File: src/rtl/floor_fifo_ctrl_if.sv
// Bundle between the floor-request queue controller and its neighbours (call-button decoder, request RAM, motion controller).
// slave = the controller; master = the surrounding logic that drives requests and RAM read-back.
interface floor_fifo_ctrl_if #(
  parameter int FLOOR_W = 4,
  parameter int PTR_W   = 4
);
  // Handshake: i_push/i_pop are single-cycle strobes sampled at the rising edge;
  // there is no back-pressure, so a rejected push is reported by o_overflow or o_dup.
  logic               i_push;
  logic [FLOOR_W-1:0] i_floor;
  logic               i_pop;
  logic [FLOOR_W-1:0] i_rd_data;
  logic               o_wr_en;
  logic [FLOOR_W-1:0] o_wr_data;
  logic [PTR_W-1:0]   o_wr_pointer;
  logic [PTR_W-1:0]   o_rd_pointer;
  logic [PTR_W:0]     o_count;
  logic               o_empty;
  logic               o_full;
  logic               o_overflow;
  logic               o_dup;

  modport master (
    output i_push, i_floor, i_pop, i_rd_data,
    input  o_wr_en, o_wr_data, o_wr_pointer, o_rd_pointer, o_count,
           o_empty, o_full, o_overflow, o_dup
  );

  modport slave (
    input  i_push, i_floor, i_pop, i_rd_data,
    output o_wr_en, o_wr_data, o_wr_pointer, o_rd_pointer, o_count,
           o_empty, o_full, o_overflow, o_dup
  );
endinterface

File: src/rtl/floor_fifo_ctrl.sv
// Pointer/flag controller for the elevator floor-request queue held in an external dual-port RAM.
// Define FLOOR_FIFO_DEDUP_EN to reject pushes of a floor that is already waiting in the queue.
module floor_fifo_ctrl #(
  parameter int fifo_pFLOOR_WIDTH   = 4,
  parameter int fifo_pFIFO_DEPTH    = 16,
  parameter int fifo_pPOINTER_WIDTH = 4
) (
  input  logic              i_clock,
  input  logic              i_reset_n,
  floor_fifo_ctrl_if.slave  bus
);
  localparam int CW = fifo_pPOINTER_WIDTH + 1;

  logic [fifo_pPOINTER_WIDTH-1:0] r_wr_pointer;
  logic [fifo_pPOINTER_WIDTH-1:0] r_rd_pointer;
  logic [CW-1:0]                  r_count;
  logic                           r_empty;
  logic                           r_full;
  logic                           r_overflow;

  logic                           w_pop_ok;
  logic                           w_push_ok;
  logic                           w_dup;
  logic [CW-1:0]                  w_count_next;

`ifdef FLOOR_FIFO_DEDUP_EN
  localparam int NF = 2 ** fifo_pFLOOR_WIDTH;
  logic [NF-1:0] r_pending;
  logic [NF-1:0] w_pending_clr;
  logic [NF-1:0] w_pending_next;
  logic          r_dup;

  // The pop clear is applied first so a floor leaving the queue this cycle may be re-requested.
  always_comb begin
    w_pending_clr = r_pending;
    if (w_pop_ok) w_pending_clr[bus.i_rd_data] = 1'b0;
    w_dup = bus.i_push & w_pending_clr[bus.i_floor];
    w_pending_next = w_pending_clr;
    if (w_push_ok) w_pending_next[bus.i_floor] = 1'b1;
  end

  always_ff @(posedge i_clock) begin
    if (!i_reset_n) begin
      r_pending <= '0;
      r_dup     <= 1'b0;
    end else begin
      r_pending <= w_pending_next;
      r_dup     <= w_dup;
    end
  end

  assign bus.o_dup = r_dup;
`else
  logic w_unused_rd_data;
  assign w_unused_rd_data = ^bus.i_rd_data;
  assign w_dup            = 1'b0;
  assign bus.o_dup        = 1'b0;
`endif

  assign w_pop_ok  = bus.i_pop & ~r_empty;
  assign w_push_ok = bus.i_push & (~r_full | w_pop_ok) & ~w_dup;

  always_comb begin
    w_count_next = r_count;
    case ({w_push_ok, w_pop_ok})
      2'b10:   w_count_next = r_count + CW'(1);
      2'b01:   w_count_next = r_count - CW'(1);
      default: w_count_next = r_count;
    endcase
  end

  // Pointers wrap through natural overflow since the depth is a power of two.
  always_ff @(posedge i_clock) begin
    if (!i_reset_n) begin
      r_wr_pointer <= '0;
      r_rd_pointer <= '0;
      r_count      <= '0;
      r_empty      <= 1'b1;
      r_full       <= 1'b0;
      r_overflow   <= 1'b0;
    end else begin
      if (w_push_ok) r_wr_pointer <= r_wr_pointer + 1'b1;
      if (w_pop_ok)  r_rd_pointer <= r_rd_pointer + 1'b1;
      r_count    <= w_count_next;
      r_empty    <= (w_count_next == '0);
      r_full     <= (w_count_next == CW'(fifo_pFIFO_DEPTH));
      r_overflow <= bus.i_push & r_full & ~w_pop_ok & ~w_dup;
    end
  end

  assign bus.o_wr_en      = w_push_ok & i_reset_n;
  assign bus.o_wr_data    = bus.i_floor;
  assign bus.o_wr_pointer = r_wr_pointer;
  assign bus.o_rd_pointer = r_rd_pointer;
  assign bus.o_count      = r_count;
  assign bus.o_empty      = r_empty;
  assign bus.o_full       = r_full;
  assign bus.o_overflow   = r_overflow;
endmodule
File: src/flat_wrapper.sv
// flat-port wrapper written by rule: the top's interface ports become plain ports
module floor_fifo_ctrl_flat 
#(
  parameter int fifo_pFLOOR_WIDTH   = 4,
  parameter int fifo_pFIFO_DEPTH    = 16,
  parameter int fifo_pPOINTER_WIDTH = 4
)
  (i_clock, i_reset_n, bus_i_push, bus_i_floor, bus_i_pop, bus_i_rd_data, bus_o_wr_en, bus_o_wr_data, bus_o_wr_pointer, bus_o_rd_pointer, bus_o_count, bus_o_empty, bus_o_full, bus_o_overflow, bus_o_dup);
  floor_fifo_ctrl_if bus_i ();
  input  logic i_clock;
  input  logic i_reset_n;
  input wire logic [$bits(bus_i.i_push)-1:0] bus_i_push;
  input wire logic [$bits(bus_i.i_floor)-1:0] bus_i_floor;
  input wire logic [$bits(bus_i.i_pop)-1:0] bus_i_pop;
  input wire logic [$bits(bus_i.i_rd_data)-1:0] bus_i_rd_data;
  output wire logic [$bits(bus_i.o_wr_en)-1:0] bus_o_wr_en;
  output wire logic [$bits(bus_i.o_wr_data)-1:0] bus_o_wr_data;
  output wire logic [$bits(bus_i.o_wr_pointer)-1:0] bus_o_wr_pointer;
  output wire logic [$bits(bus_i.o_rd_pointer)-1:0] bus_o_rd_pointer;
  output wire logic [$bits(bus_i.o_count)-1:0] bus_o_count;
  output wire logic [$bits(bus_i.o_empty)-1:0] bus_o_empty;
  output wire logic [$bits(bus_i.o_full)-1:0] bus_o_full;
  output wire logic [$bits(bus_i.o_overflow)-1:0] bus_o_overflow;
  output wire logic [$bits(bus_i.o_dup)-1:0] bus_o_dup;
  assign bus_i.i_push = bus_i_push;
  assign bus_i.i_floor = bus_i_floor;
  assign bus_i.i_pop = bus_i_pop;
  assign bus_i.i_rd_data = bus_i_rd_data;
  assign bus_o_wr_en = bus_i.o_wr_en;
  assign bus_o_wr_data = bus_i.o_wr_data;
  assign bus_o_wr_pointer = bus_i.o_wr_pointer;
  assign bus_o_rd_pointer = bus_i.o_rd_pointer;
  assign bus_o_count = bus_i.o_count;
  assign bus_o_empty = bus_i.o_empty;
  assign bus_o_full = bus_i.o_full;
  assign bus_o_overflow = bus_i.o_overflow;
  assign bus_o_dup = bus_i.o_dup;
  floor_fifo_ctrl #(.fifo_pFLOOR_WIDTH(fifo_pFLOOR_WIDTH), .fifo_pFIFO_DEPTH(fifo_pFIFO_DEPTH), .fifo_pPOINTER_WIDTH(fifo_pPOINTER_WIDTH)) u_core (.i_clock(i_clock), .i_reset_n(i_reset_n), .bus(bus_i));
endmodule
File: config.mk
export PLATFORM = sky130hd
export DESIGN_NAME = floor_fifo_ctrl_flat
export DESIGN_NICKNAME = d
export VERILOG_FILES = /design/src/rtl/floor_fifo_ctrl_if.sv /design/src/rtl/floor_fifo_ctrl.sv /design/src/flat_wrapper.sv
export SDC_FILE = /design/constraint.sdc
export NUM_CORES = 1
export LEC_CHECK = 0
export CORE_MARGIN = 4
export CORE_UTILIZATION = 25
export CTS_BUF_LIST = sky130_fd_sc_hd__clkbuf_4 sky130_fd_sc_hd__clkbuf_8
export CTS_CLUSTER_DIAMETER = 120
export DETAILED_ROUTE_END_ITERATION = 6
export DONT_BUFFER_PORTS = 1
export GPL_TIMING_DRIVEN = 0
export SETUP_SLACK_MARGIN = 0.5
export SLEW_MARGIN = 0
export SYNTH_ARGS = -nofsm -noshare
export SYNTH_HDL_FRONTEND = slang
export SYNTH_SLANG_ARGS = --single-unit
File: constraint.sdc
create_clock -name i_clock -period 4.3 [get_ports i_clock]
set_input_delay 1.29 -clock i_clock [delete_from_list [all_inputs] [get_ports i_clock]]
set_output_delay 1.29 -clock i_clock [all_outputs]
set_load 0.02 [all_outputs]
==> flow report <==
YOSYS
-----------------------------------------------------------------------------------------------
Ys Warns .........................................................................            0
Average cell area after synthesis ................................................     9.20 µm²
Most used standard cells in the synthesized netlist .............................. sky130_fd_sc_hd__dfxtp_1 (16), sky130_fd_sc_hd__nor2_1 (13), sky130_fd_sc_hd__buf_4 (6), sky130_fd_sc_hd__xor2_1 (6)
Top-area cell share ..............................................................        0.370
EDFF count, synth ................................................................            0
Floorplan net count ..............................................................          111
Yosys chip area ..................................................................      865 µm²
Flops & latches, synth ...........................................................           16
Post-Synthesis Cells .............................................................           94
Tally of unique sky130hd cells used after synthesis ..............................           34
Post-synthesis async set-or-reset flop share .....................................            0
Most repeated cell in the gate-level netlist after synthesis ..................... sky130_fd_sc_hd__dfxtp_1
Predominant post-synthesis flop cell ............................................. sky130_fd_sc_hd__dfxtp_1
Total cells reported by yosys after synthesis ....................................           94
Dominant cell type by area after synthesis ....................................... sky130_fd_sc_hd__dfxtp_1
Sequential-to-total area share from yosys stat ...................................        0.370
Most area-consuming cells after synthesis ........................................ sky130_fd_sc_hd__dfxtp_1 (37%), sky130_fd_sc_hd__ha_1 (7.2%), sky130_fd_sc_hd__xor2_1 (6.1%)

SETUP PATH
-----------------------------------------------------------------------------------------------
Largest stage delay, worst path ..................................................      0.34 ns
Critical Path Start Type .........................................................   input port
Data required time of the critical path ..........................................      3.01 ns
Reg2reg setup slack ..............................................................      1.41 ns
Reg2reg path depth ...............................................................           12
Worst-path fanout max ............................................................            5
Arr. time, crit path .............................................................      2.16 ns
CP delay by family, top .......................................................... simple AND/OR/NAND/NOR gates
Number of buffer and inverter stages on the critical path ........................            1
Worst Setup Path Type ............................................................ input port to output pin
Reg-to-reg endpoint .............................................................. u_core.bus.o_full$_SDFF_PN0_
Startpoint of the worst-slack reg-to-reg timing path ............................. u_core.bus.o_empty$_SDFF_PN1_
Crit path capture type ...........................................................   output pin
Library cell contributing the largest single delay on the critical path .......... sky130_fd_sc_hd__nor2_1

FINAL TIMING
-----------------------------------------------------------------------------------------------
# setup viols final ..............................................................            0
Final period util ................................................................        0.803
Final Max Tran Viols .............................................................            0
Fin Setup TNS ....................................................................         0 ns
Fin worst setup slack ............................................................     0.846 ns
Setup repair after global routing missed its margin ..............................        false
Achievable Freq ..................................................................      290 MHz
Final Hold Violating Endpoints ...................................................            0
Shortest period the worst path allows ............................................      3.45 ns

ROUTING
-----------------------------------------------------------------------------------------------
Post-detailed-route count of antenna-violating nets ..............................            0
Number of DRC violations after detailed routing ..................................            0
Ratio of routed vias to standard cells ...........................................         4.64
Drt total wl .....................................................................      1.70 mm
Total iterations of the first detailed-routing run ...............................            4
Drt first-iter violations ........................................................           32

FINISH
-----------------------------------------------------------------------------------------------
Syn-to-layout area delta .........................................................        11.3%
Non-filler cells in the finished layout ..........................................          144
Proportion of layout cells with a drive suffix above 1 ...........................        0.163
ANT cells ........................................................................            0
Layout Nets ......................................................................          116

POWER AND IR DROP
-----------------------------------------------------------------------------------------------
Power density normalized to cell area ............................................   520 nW/µm²
Cell leakage power ...............................................................     0.401 nW
Highest ir drop seen on vdd ......................................................       129 µV

RUN
-----------------------------------------------------------------------------------------------
Tool warnings ....................................................................           31
MaxCap Viol Count ................................................................            0

GLOBAL ROUTE
-----------------------------------------------------------------------------------------------
Total congestion overflow after global routing ...................................            0
Global-route wire length before repair ...........................................      2.66 mm
Number of global-route vias before repair ........................................          626
Pin count of the biggest net entering global routing .............................           11
All-Layer GR Usage ...............................................................       0.0796
Antenna violations before repair .................................................            0

MIN PATH
-----------------------------------------------------------------------------------------------
Destination of the worst hold path ............................................... u_core.bus.o_rd_pointer[1]$_SDFFE_PN0P_
Hold Path Class .................................................................. register to register
Worst min-delay path startpoint .................................................. u_core.bus.o_rd_pointer[1]$_SDFFE_PN0P_
Worst hold path depth ............................................................            2

DIE
-----------------------------------------------------------------------------------------------
Die X-Extent .....................................................................      66.8 µm
Y dimension of the die ...........................................................      66.8 µm
Starting density of the core .....................................................        0.259
I/O pin count ....................................................................           34
Core Footprint ...................................................................     3340 µm²
Placement row count ..............................................................           21
Die Area .........................................................................     4460 µm²

PLACEMENT
-----------------------------------------------------------------------------------------------
Half-perimeter wire length after detailed placement ..............................      1.35 mm
Routability-driven placement congestion ratio ....................................        0.726
PortBufs .........................................................................            0
Number of placed cells counting well taps ........................................          140
Placement Setup Slack ............................................................     0.445 ns

CLOCKING
-----------------------------------------------------------------------------------------------
CTS Sinks ........................................................................           16
CTS buffer count .................................................................            3
H-Tree Level Count ...............................................................            1
Clock input transition at the sequential cells of the worst setup and hold paths .      0.10 ns
TritonCTS clock tree .............................................................          yes
Clk_lat worst skew ...............................................................      0.29 ns
Number of buffers inserted for hold repair after clock tree synthesis ............            0
Max Root-Sink Buffers ............................................................            2
Root buffer cell ................................................................. sky130_fd_sc_hd__clkbuf_4

OUTCOME
-----------------------------------------------------------------------------------------------
Outcome .......................................................................... finished clean

-- where the power goes --
| group | switching [mW] | internal, mW | total (mW) | leakage, nW |
|---|---|---|---|---|
| clock network | 0.0464 | 0.0515 | 0.0979 | 0.0210 |
| logic | 0.0829 | 0.0753 | 0.158 | 0.249 |
| registers | 0.0710 | 0.174 | 0.245 | 0.130 |
-- how the worst max path moves through the flow --
stage / startpoint / to / cells after the start
after global routing: bus_i_pop / u_core.bus.o_full$_SDFF_PN0_ / 12
after detailed placement: bus_i_pop / u_core.bus.o_full$_SDFF_PN0_ / 12
after floorplan: bus_i_pop / u_core.bus.o_full$_SDFF_PN0_ / 12
after global placement: bus_i_pop / u_core.bus.o_full$_SDFF_PN0_ / 12
after CTS: bus_i_pop / bus_o_wr_en / 4
final: bus_i_pop / bus_o_wr_en / 4
-- cell type report --
type                       instances  area [µm²]
sequential                        16         320
tap                               46        57.6
fill                             373        2370
clock buffer                       4        36.3
multi-input combinational         65         477
inverter                           5        18.8
buffer                             8        52.6
-- registers in the layout, summed over array words and instances (netlist names) --
signal and cells:
u_core.bus.o_empty 1, u_core.bus.o_full 1, u_core.bus.o_count 5, u_core.bus.o_rd_pointer 4, u_core.bus.o_overflow 1, u_core.bus.o_wr_pointer 4
-- layout by cell type, fill, tap and decap left out, types with 3 or more instances in the layout --
master	count
sky130_fd_sc_hd__dfxtp_1	16
sky130_fd_sc_hd__nor2_1	13
sky130_fd_sc_hd__buf_4	6
sky130_fd_sc_hd__xor2_1	6
sky130_fd_sc_hd__inv_1	5
sky130_fd_sc_hd__nand2_1	5
sky130_fd_sc_hd__xnor2_1	5
sky130_fd_sc_hd__ha_1	5
sky130_fd_sc_hd__a21oi_1	3
sky130_fd_sc_hd__mux2i_1	3
sky130_fd_sc_hd__clkbuf_4	3
-- tightest hold or removal path, cell delays in order, from the launching register on --
cell,delay (ns)
sky130_fd_sc_hd__dfxtp_1,0.41
sky130_fd_sc_hd__nand2_1,0.10
sky130_fd_sc_hd__a21oi_1,0.06
-- routing by layer --
layer | up-vias | track usage | wire, µm
li1 | 317 | - | -
met1 | 324 | 0.0843 | 663
met2 | 25 | 0.136 | 825
met3 | 2 | 0.0219 | 184
met4 | 0 | 0.0533 | 23
met5 | - | 0 | 0
-- cell families after synthesis --
group	share of synthesized area
other	0.00434
XOR/XNOR	0.111
adder cells (fa/ha/maj)	0.0724
AND/OR/NAND/NOR	0.210
multiplexers	0.0478
flip-flops	0.370
AND-OR/OR-AND	0.101
buffers and inverters	0.0825
-- per-stage QoR --
stage,total power [mW],hold WS (ns),area [µm²]
2_1_floorplan,0.373,0.559,865
3_3_place_gp,0.401,0.583,922
4_1_cts,0.506,0.617,958
5_1_grt,0.538,0.645,962
3_5_place_dp,0.408,0.604,922
6_report,0.501,0.610,962
-- what timing repair did --
action,CTS,global route
buffers inserted,0,0
resized,0,1
endpoints found under the setup margin,0,1
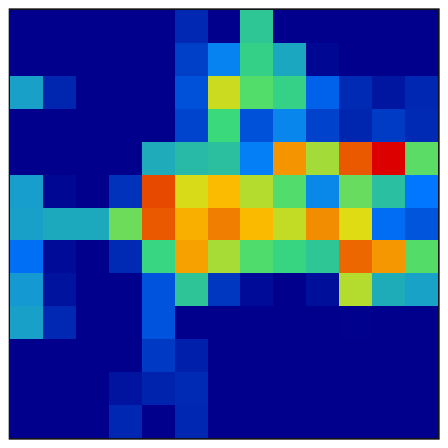
Figure 1: routed metal per tile.
13 x 13 tiles, from dark blue (low) to red (high), scaled to the fullest tile. Values are wire area over tile area, all layers added.
densest ninth of the die: middle
tiles over half the peak: 17%
fullest tile: 0.31
nearly empty tiles: 47%
Via Count: 668
Routed WL per cell: 11.8 µm

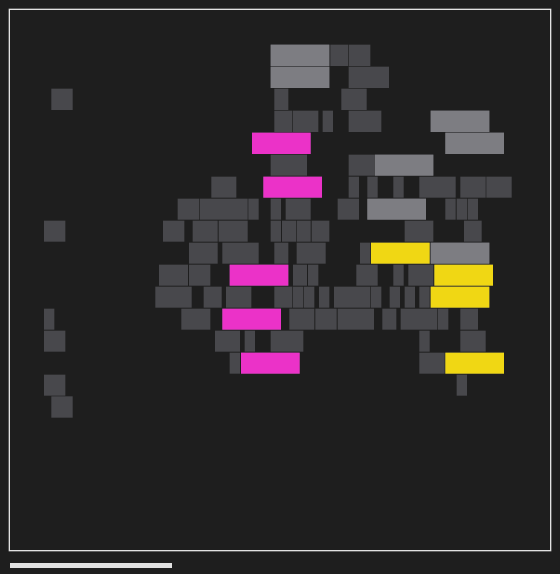
Figure 2: sequential cells grouped by signal name.
The bar under the picture is 20 µm long. Other sequential cells in the stronger grey, the rest of the logic in the fainter grey.
[magenta] `u_core.bus.o_count` | flops: 5 | where: middle
[yellow] `u_core.bus.o_rd_pointer` | flops: 4 | where: right middle
not coloured: 7
sequential cell area in the final layout: 320 µm²
sequential-cell power consumption: 245 µW
flop share of the area: 0.333
fin util: 0.288

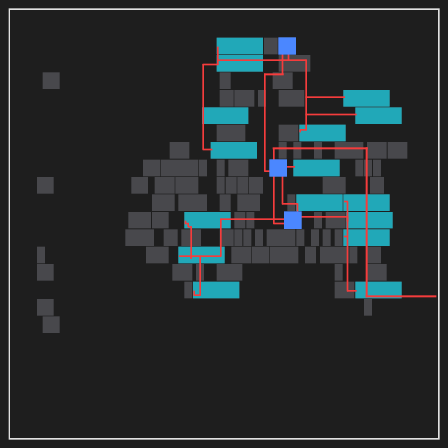
Figure 3: routed clock nets over the placement.
[red] clock wires | length: 223 µm
[blue] cells driving clock nets | count: 3
[cyan] flip-flops | count: 16
routed clock nets: 4
Final Skew: 0.00891 ns
Power Clock: 97.9 µW

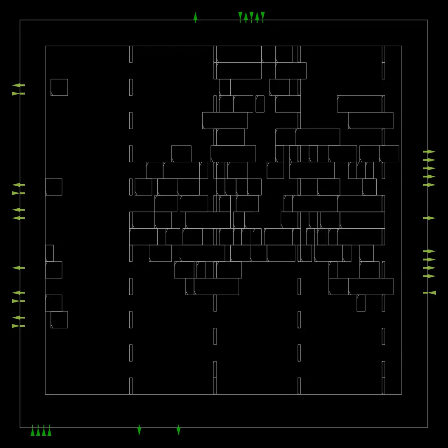
Figure 4: cell placement.
# Taps: 46
number of filler instances in the final layout: 373

No activity file was given, so power comes from the tool's default toggle rates.
